## src/rtl/processador_multiciclo_param.sv

```systemverilog
// Multicycle processor: eight DATA_W registers, accumulator A and result G share one bus.
// Instructions take 1 (mv/mvi/NOP) or 3 (ALU) steps after the T0 fetch step.
module processador_multiciclo_param #(
    parameter int DATA_W     = 16,
    parameter int ENABLE_EXT = 1
) (
    input  logic              Clock,
    input  logic              Resetn,
    input  logic              Run,
    input  logic [DATA_W-1:0] DIN,
    output logic              Done,
    output logic [DATA_W-1:0] BusWires
);

    typedef enum logic [1:0] {T0, T1, T2, T3} step_t;

    step_t             step, step_nxt;
    logic [8:0]        ir;
    logic [DATA_W-1:0] regs [8];
    logic [DATA_W-1:0] a_reg, g_reg, bus;
    logic              done_c, ir_ld, a_ld, g_ld, rx_wr, is_alu;
    logic [2:0]        opcode, rx, ry;

    assign opcode = ir[8:6];
    assign rx     = ir[5:3];
    assign ry     = ir[2:0];
    assign is_alu = (opcode == 3'b010) || (opcode == 3'b011) || (opcode[2] && (ENABLE_EXT != 0));

    // add/sub wrap modulo 2^DATA_W; slt compares as signed two's complement
    function automatic logic [DATA_W-1:0] alu_result(input logic [2:0] op,
                                                     input logic signed [DATA_W-1:0] a,
                                                     input logic signed [DATA_W-1:0] b);
        logic [DATA_W-1:0] r;
        case (op)
            3'b010:  r = a + b;
            3'b011:  r = a - b;
            3'b100:  r = a & b;
            3'b101:  r = a | b;
            3'b110:  r = a ^ b;
            3'b111:  r = {{(DATA_W-1){1'b0}}, (a < b)};
            default: r = b;
        endcase
        return r;
    endfunction

    always_comb begin
        step_nxt = step;
        bus      = '0;
        done_c   = 1'b0;
        ir_ld    = 1'b0;
        a_ld     = 1'b0;
        g_ld     = 1'b0;
        rx_wr    = 1'b0;
        case (step)
            T0: begin
                if (Run) begin
                    ir_ld    = 1'b1;
                    step_nxt = T1;
                end
            end
            T1: begin
                if (opcode == 3'b000) begin
                    bus      = regs[ry];
                    rx_wr    = 1'b1;
                    done_c   = 1'b1;
                    step_nxt = T0;
                end else if (opcode == 3'b001) begin
                    bus      = DIN;
                    rx_wr    = 1'b1;
                    done_c   = 1'b1;
                    step_nxt = T0;
                end else if (is_alu) begin
                    bus      = regs[rx];
                    a_ld     = 1'b1;
                    step_nxt = T2;
                end else begin
                    // disabled extension opcode: single-step no-op
                    done_c   = 1'b1;
                    step_nxt = T0;
                end
            end
            T2: begin
                bus      = regs[ry];
                g_ld     = 1'b1;
                step_nxt = T3;
            end
            default: begin
                bus      = g_reg;
                rx_wr    = 1'b1;
                done_c   = 1'b1;
                step_nxt = T0;
            end
        endcase
    end

    always_ff @(posedge Clock) begin
        if (!Resetn) begin
            step  <= T0;
            ir    <= '0;
            a_reg <= '0;
            g_reg <= '0;
            for (int i = 0; i < 8; i++) regs[i] <= '0;
        end else begin
            step <= step_nxt;
            if (ir_ld) ir    <= DIN[8:0];
            if (a_ld)  a_reg <= bus;
            if (g_ld)  g_reg <= alu_result(opcode, a_reg, bus);
            if (rx_wr) regs[rx] <= bus;
        end
    end

    assign Done     = done_c;
    assign BusWires = bus;

endmodule

```

## config.mk

```make
export PLATFORM = sky130hd
export DESIGN_NAME = processador_multiciclo_param
export DESIGN_NICKNAME = d
export VERILOG_FILES = /design/src/rtl/processador_multiciclo_param.sv
export SDC_FILE = /design/constraint.sdc
export NUM_CORES = 1
export LEC_CHECK = 0
export ABC_AREA = 1
export CAP_MARGIN = 10
export CORE_MARGIN = 8
export CORE_UTILIZATION = 40
export DETAILED_ROUTE_END_ITERATION = 8
export SYNTH_ARGS = -nofsm -noshare
export SYNTH_HDL_FRONTEND = slang
export SYNTH_SLANG_ARGS = --single-unit
```

## constraint.sdc

```tcl
create_clock -name Clock -period 10.3 [get_ports Clock]
set_clock_uncertainty 0.05 [all_clocks]
set_input_delay 2.06 -clock Clock [delete_from_list [all_inputs] [get_ports Clock]]
set_output_delay 2.06 -clock Clock [all_outputs]
set_load 0.02 [all_outputs]
```

==> deck_impl_summary.md, run 1 <==
Implementation Results

Global routing
  • First-pass GRT wire length: 57500 um
  • M2 GR Usage: 36.0%
  • Largest net degree at the start of global routing: 79
  • Grt total ovfl: 0
  • Initial antenna violation count: 0
  • Gr busiest metal: met2
  • Vias in the first global route: 10000

Layout
  • Nets: 1583
  • Share of layout cells above drive strength 1: 6.09%
  • Flops: 177
  • Multi-input gates: 1104
  • Register area: 4830 um2
  • Logic share of the area: 44.6%
  • Synthesis-to-layout area growth: 9.68%
  • Comb gate area: 5640 um2
  • Non-clk buf share: 4.55%
  • Layout clock buffer count: 18
  • Final Cell Area: 12600 um2
  • Most instantiated logic cells after routing: 260 x nand2_1, 233 x nor2_1, 172 x o21ai_0
  • Most numerous logic cell after layout: nand2_1
  • Fillers: 2912
  • N_diodes: 0

Route
  • Iteration-0 DRC count of the detailed router: 1145
  • Routed Antenna Nets: 0
  • TritonRoute pass-1 iters: 5
  • Vias/cell: 5.63
  • DRC Markers: 0

Critical path
  • Crit Path Max Fanout: 13
  • CP arrival: 4290 ps
  • Reg2Reg Setup Slack: 5260 ps
  • Data required time at the worst endpoint: 8190 ps
  • CP startpoint kind: input pin
  • Worst setup EP type: primary output
  • Worst setup path startpoint: DIN[3]

Synthesis
  • Syn nets: 1603
  • Post-synth seq share: 41.8%
  • Avg Cell Area, Syn: 7.52 um2
  • Async S/R FF share, synth: 0%
  • Yosys Instances: 1534
  • Ys flops: 177
  • XOR Share, Synth: 0.228%
  • Main logic family after synthesis: simple AND/OR/NAND/NOR gates
  • Synthesized instance count: 1534
  • Post-Synth Simple-Gate Area: 21.9%

Clocking
  • CTS HTree Levels: 4
  • CTS tree: yes
  • Post_cts resized: 0
  • CTS Hold Bufs: 0
  • Post-CTS Setup Inserts: 0
  • TritonCTS Buffers: 17

Final timing
  • Final hold viol count: 0
  • Min cycle time layout: 6400 ps
  • RSZ-0062 raised after global routing: false
  • Max Slew Vio Count: 0
  • Cycle use final: 62.1%
  • Relative slew slack: 30.2%
  • Hold Slack: 417 ps
  • Setup violations, final: 0

Placed design
  • Dpl cell area: 12100 um2
  • Worst slack, placed: 3950 ps

Status
  • Status: finished clean

Min path
  • WHS Path Cells: 2

Flow run
  • Max cap viols: 0

Pwr
  • Pwr Density: 161 nW/um2
  • Max IR drop VDD: 114 uV

Floorplanning
  • FP Util: 40.4%
  • Die ar.: 34500 um2
==> run 1: where the power goes <==
group / switching, mW / internal, mW / leakage (nW) / total, mW
sequential: 0.0285 / 0.798 / 1.73 / 0.826
clock: 0.302 / 0.318 / 0.259 / 0.620
combinational: 0.417 / 0.177 / 3.03 / 0.594
==> run 1: Yosys cell counts (10+ instances only) <==
master,instances,share of area [%]
nand2_1,260,8.5
nor2_1,234,7.6
o21ai_0,172,7.5
a21oi_1,160,6.9
inv_1,139,4.5
edfxtp_1,128,33
nand3_1,76,3.3
clkbuf_1,49,1.6
dfxtp_1,49,8.5
ha_1,49,5.3
buf_2,41,1.8
o211ai_1,23,1.5
o21ai_1,21,0.91
mux2i_1,16,1.4
nor3_1,12,0.52
o22ai_1,10,0.54
==> run 1: through the flow <==
| stage | power (mW) | instances |
|---|---|---|
| after detailed placement | 1.42 | 1879 |
| after global routing | 2.14 | 1911 |
| final | 2.04 | 1911 |
| after CTS | 2.03 | 1911 |
| after floorplan | 1.24 | 1534 |
| after global placement | 1.42 | 1879 |
==> run 1: critical path, stage by stage <==
cell and delay, ps:
clkdlybuf4s50_1 430, o21ai_0 180, nand2_1 70, o211ai_1 90, nand3_1 90, o21ai_1 560
inv_1 200, clkdlybuf4s50_1 600
==> run 1: worst max path at each step <==
| stage | endpoint | cells past startpoint | slack (ps) |
|---|---|---|---|
| after floorplan | BusWires[8] | 7 | 5310 |
| after global placement | BusWires[3] | 8 | 3940 |
| after detailed placement | BusWires[3] | 8 | 3950 |
| after CTS | BusWires[3] | 8 | 3930 |
| after global routing | BusWires[3] | 8 | 3780 |
| final | BusWires[3] | 8 | 3900 |
==> run 1: per-layer routing <==
layer / wire (um) / vias to the layer above
li1: - / 5128
met1: 16000 / 5037
met4: 1420 / 0
met3: 2830 / 88
met2: 17600 / 505
met5: 0 / -
Run 1, floorplan with the power grid:
Scale bar: 50 um. Pins as bars on the die edge.
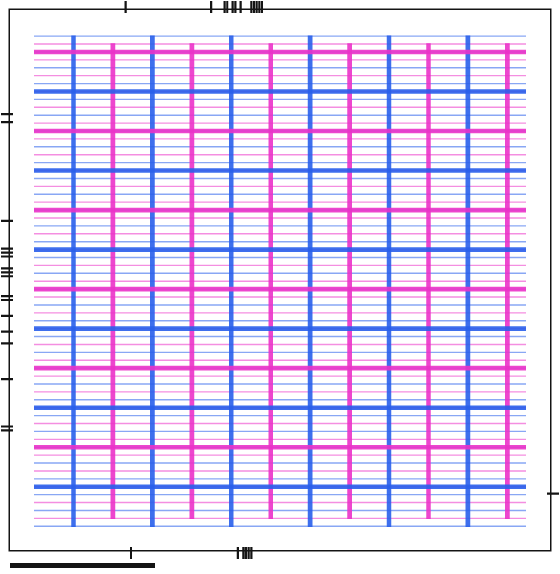
[magenta] VDD
[blue] VSS
met4 straps: 12
met5 straps: 12
Core Footprint: 28500 um2
Die X-Extent: 186 um
die height: 186 um

Run 1, placement by cell class:
Scale bar: 50 um.
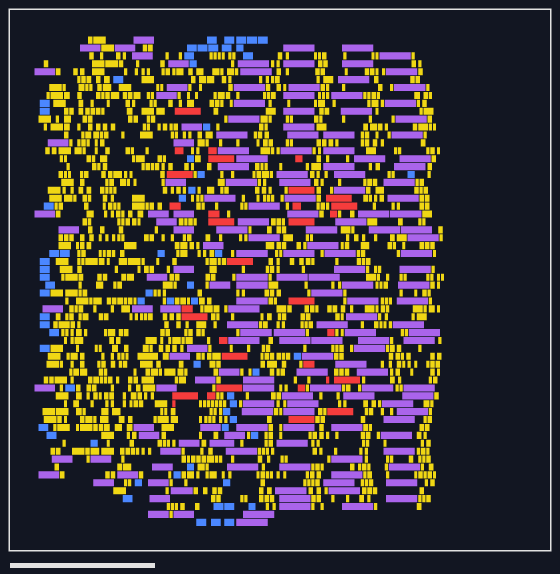
[red] clock drivers and dummy loads | cells: 32 | share of their area: 4.5%
[purple] registers | cells: 177 | share of their area: 40%
[yellow] remaining logic cells | cells: 1253 | share of their area: 51%
[blue] remaining buffers and delay cells | cells: 65 | share of their area: 4.7%
Seq area share: 38.2%
final core area utilization: 44.3%

Run 1, clock network drawn from the DEF:
Scale bar: 50 um.
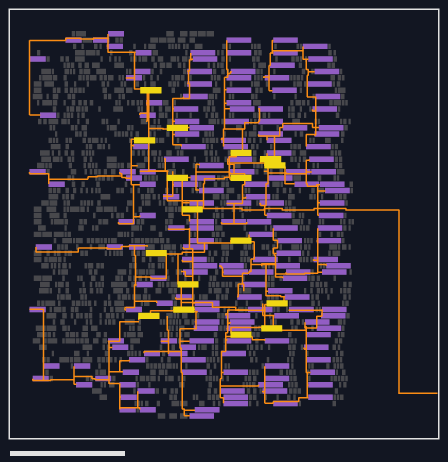
[orange] clock wires | length: 2220 um
[yellow] clock-net drivers | count: 17
[purple] flip-flops | count: 177
routed clock nets: 18
Latency at later pin: 440 ps
Clk. pwr: 0.620 mW
Clk pwr share: 30.4%

Run 1, placement view:
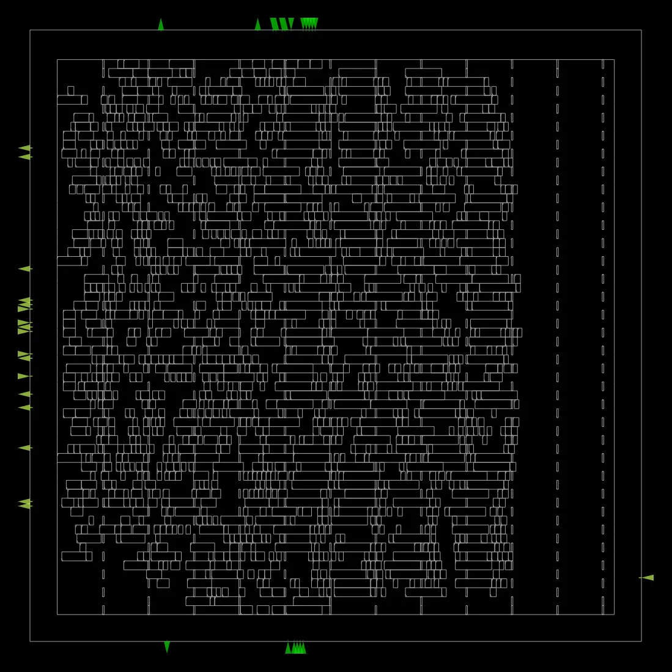

## Run 2: what changed since run 1
==> constraint.sdc (replaced) <==
create_clock -name Clock -period 5.5 [get_ports Clock]
set_clock_uncertainty 0.05 [all_clocks]
set_input_delay 1.1 -clock Clock [delete_from_list [all_inputs] [get_ports Clock]]
set_output_delay 1.1 -clock Clock [all_outputs]
set_load 0.02 [all_outputs]
Run 2, placement view:
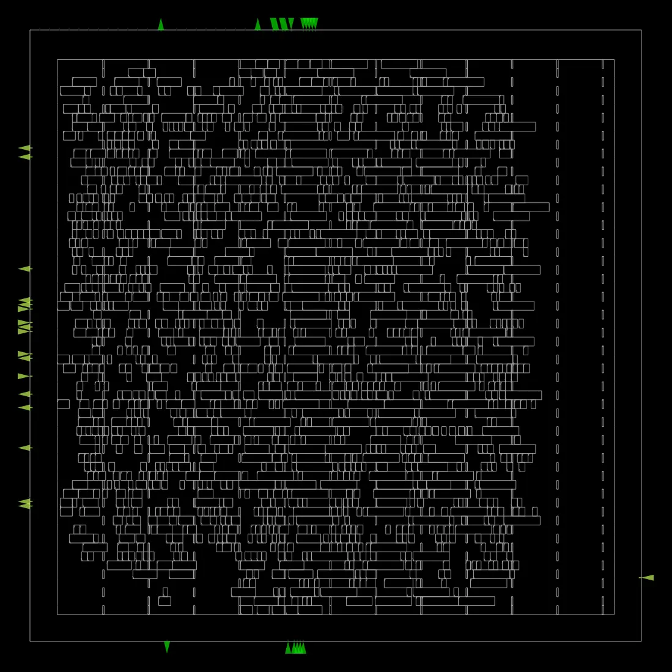
Row Count: 62
fillers: 2968
Post-Layout Cell Count: 1923
Seq area share: 37.8%

Run 2, placement by cell class:
Scale bar: 50 um.
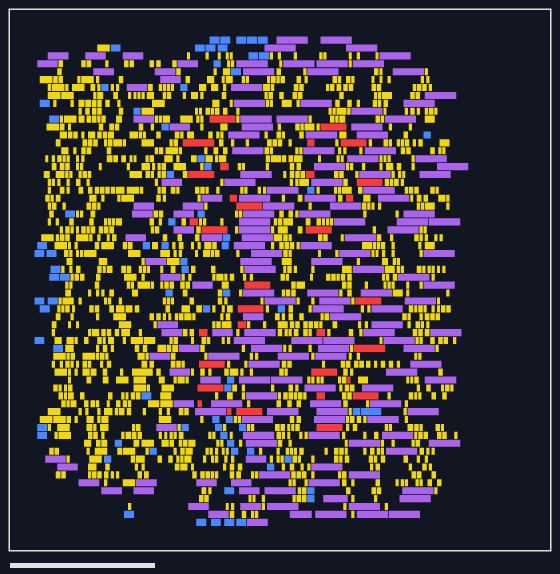
Final Cell Area: 12800 um2
final core area utilization: 44.8%

==> deck_impl_summary.md, run 2 <==
Implementation Results

Pwr
  • Power Total: 3.90 mW (was 2.04 mW)
  • Max IR drop VDD: 175 uV (was 114 uV)

Floorplanning
  • Die height: 186 um (unchanged)
  • Die ar.: 34500 um2 (unchanged)
  • FP Util: 40.4% (unchanged)

Route
  • DRC Markers: 0 (unchanged)
  • Vias/cell: 5.51 (was 5.63)
  • Iteration-0 DRC count of the detailed router: 1085 (was 1145)
  • TritonRoute pass-1 iters: 5 (unchanged)
  • Routed Antenna Nets: 0 (unchanged)

Synthesis
  • Ys flops: 177 (unchanged)
  • Main area contributors: edfxtp_1 33%, dfxtp_1 8.5%, nand2_1 8.5%, nor2_1 7.6%, o21ai_0 7.5% (unchanged)
  • Synth cell count leaders: 260 x nand2_1, 234 x nor2_1, 172 x o21ai_0 (unchanged)
  • Avg Cell Area, Syn: 7.52 um2 (unchanged)
  • XOR Share, Synth: 0.228% (unchanged)
  • Post-synth seq share: 41.8% (unchanged)
  • Post-Synth Simple-Gate Area: 21.9% (unchanged)
  • Top-count cell post-synth: nand2_1 (unchanged)
  • Yosys Instances: 1534 (unchanged)
  • Area leader, netlist: edfxtp_1 (unchanged)
  • Syn nets: 1603 (unchanged)
  • Top cell area share: 33.3% (unchanged)
  • Async S/R FF share, synth: 0% (unchanged)
  • Synthesized instance count: 1534 (unchanged)

Critical path
  • Crit-path cells: inv_4 -> o21ai_0 -> a21oi_1 -> o21ai_0 -> nand3_1 -> a221oi_1 -> o22ai_1 -> buf_4 -> ha_1 -> inv_1 -> nor4_1 -> a21oi_1 -> nand3b_1 -> nand2_1 -> a21oi_1 -> a21oi_1 -> nand3_1 -> nand2_1 -> a21oi_1 (was clkdlybuf4s50_1 -> o21ai_0 -> nand2_1 -> o211ai_1 -> nand3_1 -> o21ai_1 -> inv_1 -> clkdlybuf4s50_1)
  • Data required time at the worst endpoint: 5750 ps (was 8190 ps)
  • Crit-path slowest cell: dfxtp_4 (was clkdlybuf4s50_1)
  • Most frequent CP cell: a21oi_1 (was clkdlybuf4s50_1)
  • CP arrival: 4990 ps (was 4290 ps)
  • Max incr delay on CP: 800 ps (was 600 ps)
  • Worst setup EP type: flop (was primary output)
  • CP startpoint kind: flop (was input pin)
  • Crit Path Max Fanout: 60 (was 13)

Final timing
  • Hold Slack: 416 ps (was 417 ps)
  • Relative slew slack: 27.8% (was 30.2%)
  • Setup violations, final: 0 (unchanged)
  • Final hold viol count: 0 (unchanged)
  • Cycle use final: 86.3%
  • Max Slew Vio Count: 0 (unchanged)
  • RSZ-0062 raised after global routing: false (unchanged)

Layout
  • Share of layout cells above drive strength 1: 6.89% (was 6.09%)
  • N_diodes: 0 (unchanged)
  • Comb gate area: 5640 um2 (unchanged)
  • Synthesis-to-layout area growth: 10.8% (was 9.68%)
  • Nets: 1595 (was 1583)
  • Most instantiated logic cells after routing: 260 x nand2_1, 233 x nor2_1, 172 x o21ai_0 (unchanged)

Global routing
  • First-pass GRT wire length: 58700 um (was 57500 um)
  • Grt total ovfl: 0 (unchanged)
  • Largest net degree at the start of global routing: 61 (was 79)
  • Vias in the first global route: 10200 (was 10000)
  • Initial antenna violation count: 1 (was 0)

Placed design
  • Placed insts: 1891 (was 1879)
  • Dpl cell area: 12200 um2 (was 12100 um2)
  • Worst slack, placed: 860 ps (was 3950 ps)

Clocking
  • TritonCTS Buffers: 17 (unchanged)
  • CTS Hold Bufs: 0 (unchanged)
  • Post-CTS Setup Inserts: 0 (unchanged)
  • Latency at later pin: 440 ps (about the same)
  • CTS Buffer Depth: 2 (unchanged)

Status
  • Status: finished clean (unchanged)

Flow run
  • Max cap viols: 0 (unchanged)
Run 2, clock network drawn from the DEF:
Scale bar: 50 um.
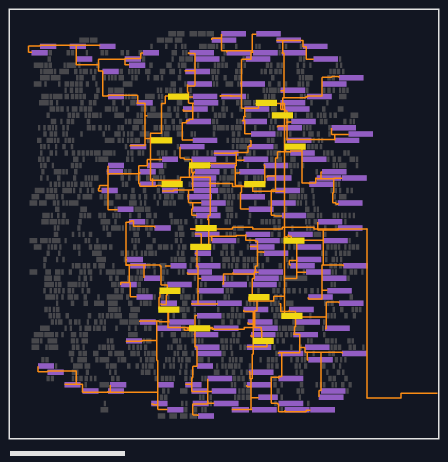
Clk pwr share: 31.3%
Clk. pwr: 1.22 mW

==> run 2: cell counts after synthesis <==
Identical to the previous run, type by type.
==> run 2: final cells by class <==
type                    count  area share [%]
multi-input cells        1104            44.2
flip-flops and latches    177            37.8
repair buffers             77            5.31
inverters                 149            4.43
well taps                 384            3.76
clock buffers              18            3.36
clock inverters            14            1.20
==> run 2: cells by family (layout without fill, tap and decap cells) <==
kind of cell	count (synthesis)	after routing
buf+inv	253	258
fa+ha+maj	50	50
compound gates	423	423
mux	16	16
flops	177	177
simple gates	612	612
xor+xnor	3	3
==> run 2: final timing paths <==
kind | start | endpoint | slack [ps] | cells past startpoint
worst max-delay path | flop | g_reg[14] | 750 | 19
worst min-delay path | g_reg[14] | g_reg[14] | 420 | 2
worst max register to register | flop | g_reg[14] | 750 | 19
worst min register to register | g_reg[14] | g_reg[14] | 420 | 2
==> run 2: metal layers <==
| metal | GRT usage [%] | wire length, um |
|---|---|---|
| met5 | 0 | 0 |
| met4 | 9.21 | 1220 |
| met3 | 3.47 | 2620 |
| met2 | 36.5 | 17900 |
| met1 | 29.1 | 16400 |
==> run 2: power breakdown <==
group / total [mW] / switching, mW / internal (mW)
sequential: 1.55 / 0.0589 / 1.49
combinational: 1.12 / 0.780 / 0.343
clock: 1.22 / 0.545 / 0.675
==> run 2: critical path: cells and delay by family, from the launching register on <==
family / cells / cell delay (ps)
buffers and inverters: 3 / 640
DFF: 1 / 800
adders and majority gates: 1 / 390
AOI/OAI and AO/OA: 9 / 1420
and+or+nand+nor: 6 / 1290
## Run 3: what changed since run 2
--- a/config.mk
+++ b/config.mk
@@ -6,9 +6,9 @@
 export NUM_CORES = 1
 export LEC_CHECK = 0
 export ABC_AREA = 1
-export CAP_MARGIN = 10
 export CORE_MARGIN = 8
 export CORE_UTILIZATION = 40
+export CTS_CLUSTER_SIZE = 30
 export DETAILED_ROUTE_END_ITERATION = 8
 export SYNTH_ARGS = -nofsm -noshare
 export SYNTH_HDL_FRONTEND = slang
Run 3, clock network drawn from the DEF:
Scale bar: 50 um.
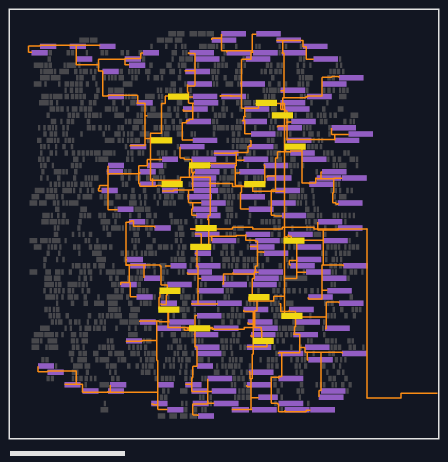
[orange] clock wires | length: 2240 um
[yellow] clock-net drivers | count: 17
[purple] flip-flops | count: 177
routed clock nets: 18

Run 3, routed metal, one color a layer:
Only two layers are drawn.
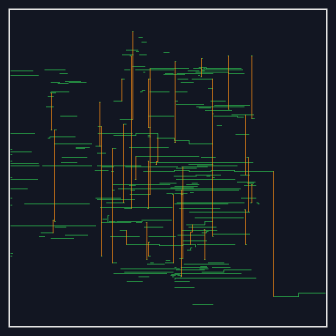
[orange] M4 | wire length: 1220 um
[green] M3 | wire length: 2620 um
via count: 10600
DR WL/cell: 19.8 um

==> deck_impl_summary.md, run 3 <==
Implementation Results

Status
  • Status: finished clean (unchanged)

Layout
  • Final core area utilization: 44.8% (unchanged)
  • Share of layout cells above drive strength 1: 6.89% (unchanged)
  • Most numerous logic cell after layout: nand2_1 (unchanged)
  • Final Cell Area: 12800 um2 (unchanged)
  • Most instantiated logic cells after routing: 260 x nand2_1, 233 x nor2_1, 172 x o21ai_0 (unchanged)
  • Synthesis-to-layout area growth: 10.8% (unchanged)
  • N_diodes: 0 (unchanged)
  • Post-Layout Cell Count: 1923 (unchanged)
  • Nets: 1595 (unchanged)

Critical path
  • CP startpoint kind: flop (unchanged)
  • Top delay family on crit path: AND-OR/OR-AND gates (unchanged)
  • Crit-path slowest cell: dfxtp_4 (unchanged)
  • Reg2Reg Depth: 19 (unchanged)
  • Data required time at the worst endpoint: 5750 ps (about the same)
  • Crit Path Max Fanout: 60 (unchanged)
  • Worst setup EP type: flop (unchanged)
  • Max incr delay on CP: 800 ps (about the same)
  • Reg2Reg Setup Slack: 750 ps (about the same)
  • Worst Path Buf+Inv: 3 (unchanged)
  • Most frequent CP cell: a21oi_1 (unchanged)
  • RR Endpoint: g_reg[14] (unchanged)
  • Crit-path cells: inv_4 -> o21ai_0 -> a21oi_1 -> o21ai_0 -> nand3_1 -> a221oi_1 -> o22ai_1 -> buf_4 -> ha_1 -> inv_1 -> nor4_1 -> a21oi_1 -> nand3b_1 -> nand2_1 -> a21oi_1 -> a21oi_1 -> nand3_1 -> nand2_1 -> a21oi_1 (unchanged)
  • CP arrival: 4990 ps (about the same)

Pwr
  • Gate power share: 28.8% (about the same)
  • Pwr Density: 305 nW/um2 (unchanged)
  • Switching Power: 1.38 mW (unchanged)
  • Clk pwr share: 31.3% (about the same)
  • Total internal power: 2.51 mW (unchanged)
  • Leakage power: 5.09 nW (unchanged)
  • Power Total: 3.90 mW (unchanged)
  • Max IR drop VDD: 175 uV (unchanged)
  • Sw frac: 35.5% (unchanged)
  • Reg power frac: 39.9% (about the same)

Floorplanning
  • Core Footprint: 28500 um2 (unchanged)
  • Die ar.: 34500 um2 (unchanged)
  • Die X-Extent: 186 um (unchanged)
  • Die height: 186 um (unchanged)
  • Row Count: 62 (unchanged)
  • FP Util: 40.4% (unchanged)

Synthesis
  • Async S/R FF share, synth: 0% (unchanged)
  • Top cell area share: 33.3% (unchanged)
  • Main area contributors: edfxtp_1 33%, dfxtp_1 8.5%, nand2_1 8.5%, nor2_1 7.6%, o21ai_0 7.5% (unchanged)
  • MUX area fraction: 1.39% (unchanged)
  • Avg Cell Area, Syn: 7.52 um2 (unchanged)
  • Post-synth seq share: 41.8% (unchanged)
  • Ys flops: 177 (unchanged)
  • XOR Share, Synth: 0.228% (unchanged)
  • Main logic family after synthesis: simple AND/OR/NAND/NOR gates (unchanged)
  • Top-count cell post-synth: nand2_1 (unchanged)
  • Mapped cell area: 11500 um2 (unchanged)
  • Syn nets: 1603 (unchanged)
  • Area leader, netlist: edfxtp_1 (unchanged)
  • Synthesized instance count: 1534 (unchanged)
  • Synth cell count leaders: 260 x nand2_1, 234 x nor2_1, 172 x o21ai_0 (unchanged)
  • Post-Synth Simple-Gate Area: 21.9% (unchanged)
  • Yosys Instances: 1534 (unchanged)

Placed design
  • Dpl cell area: 12200 um2 (unchanged)
  • Placed insts: 1891 (unchanged)
  • Routability cong.: 0.924 (unchanged)
  • Worst slack, placed: 860 ps (unchanged)

Clocking
  • Clock root buffer: clkbuf_16 (unchanged)
  • CTS Hold Bufs: 0 (unchanged)
  • CTS HTree Levels: 4 (unchanged)
  • TritonCTS Buffers: 17 (unchanged)
  • Post_cts resized: 0 (unchanged)
  • Latency at later pin: 440 ps (about the same)
  • CTS Buffer Depth: 2 (unchanged)
  • Post-CTS Setup Inserts: 0 (unchanged)
  • CTS tree: yes (unchanged)
  • Clock-pin slew on the worst setup and hold paths: 70 ps (about the same)

Final timing
  • Min cycle time layout: 4750 ps (unchanged)
  • RSZ-0062 raised after global routing: false (unchanged)
  • Max Slew Vio Count: 0 (unchanged)
  • Relative slew slack: 27.8% (unchanged)
  • Setup violations, final: 0 (unchanged)
  • Cycle use final: 86.3% (unchanged)
  • Worst slew pin tran: 1080 ps (unchanged)
  • Hold Slack: 416 ps (unchanged)
  • Final hold viol count: 0 (unchanged)

Route
  • TritonRoute pass-1 iters: 5 (unchanged)
  • Routed wire length: 38100 um (unchanged)
  • Routed Antenna Nets: 0 (unchanged)
  • Iteration-0 DRC count of the detailed router: 1085 (unchanged)
  • DRC Markers: 0 (unchanged)
  • Vias/cell: 5.51 (unchanged)

Flow run
  • Max cap viols: 0 (unchanged)

Min path
  • WHS Path Cells: 2 (unchanged)
  • End of the worst hold path: g_reg[14] (unchanged)
  • Hold path startpoint: g_reg[14] (unchanged)

Global routing
  • First-pass GRT wire length: 58700 um (unchanged)
  • Largest net degree at the start of global routing: 61 (unchanged)
  • Vias in the first global route: 10200 (unchanged)
  • Grt total ovfl: 0 (unchanged)
  • Initial antenna violation count: 1 (unchanged)
Run 3, placement view:
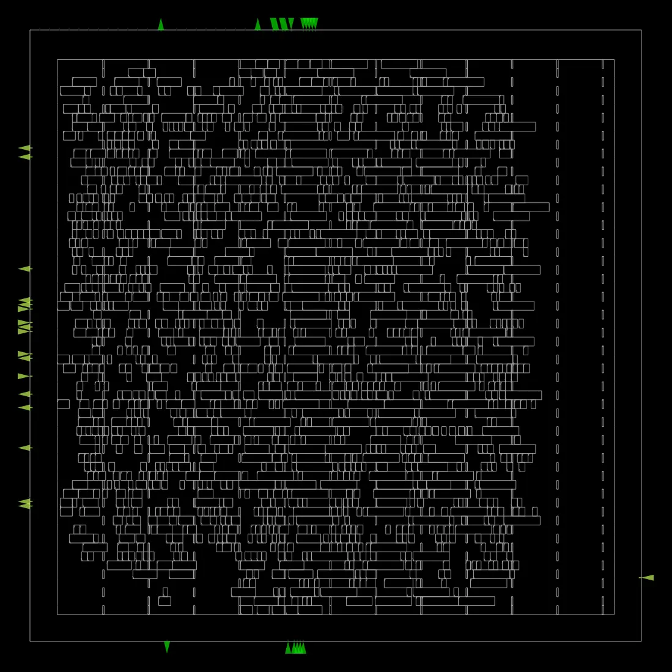
Flops: 177
tapcells inserted: 384

-- run 3: cell counts in the layout (fill, tap and decap cells not counted) --
No cell type changed its count.
-- run 3: how the worst max path moves through the flow --
| stage | startpoint | end | slack (ps) | cells past startpoint |
|---|---|---|---|---|
| 2_1_floorplan | DIN[2] | g_reg[7] | 1870 | 19 |
| 3_3_place_gp | DIN[5] | g_reg[14] | 950 | 16 |
| 3_5_place_dp | DIN[5] | g_reg[14] | 860 | 16 |
| 4_1_cts | flop | BusWires[9] | 770 | 10 |
| 5_1_grt | flop | g_reg[14] | 460 | 19 |
| 6_report | flop | g_reg[14] | 750 | 19 |
-- run 3: metal layers --
layer / GRT usage [%] / share of wire [%] / vias up
met4: 9.21 / 3.2 / 0
met1: 29.1 / 43 / 4953
li1: - / - / 5153
met2: 36.5 / 47 / 421
met5: 0 / 0 / -
met3: 3.47 / 6.9 / 78
-- run 3: cell type report --
type	count	area, um2
Clock buffer	18	429
Clock inverter	14	154
Fill cell	2968	15800
Inverter	149	567
Multi-Input combinational cell	1104	5640
Sequential cell	177	4830
Tap cell	384	480
Timing Repair Buffer	77	678
-- run 3: worst min-delay path: cells and delay by family, from the launching register on --
| kind | cells | cell delay (ps) |
|---|---|---|
| AOI/OAI and AO/OA | 1 | 60 |
| and+or+nand+nor | 1 | 60 |
| DFF | 1 | 310 |
-- run 3: power groups by stage --
stage | clock (mW) | sequential, mW | combinational, mW
4_1_cts | 1.23 | 1.55 | 1.11
6_report | 1.22 | 1.55 | 1.12
3_5_place_dp | 0 | 1.58 | 1.10
2_1_floorplan | 0 | 1.55 | 0.768
5_1_grt | 1.28 | 1.56 | 1.24
3_3_place_gp | 0 | 1.58 | 1.10
Power and IR drop assume default switching activity.
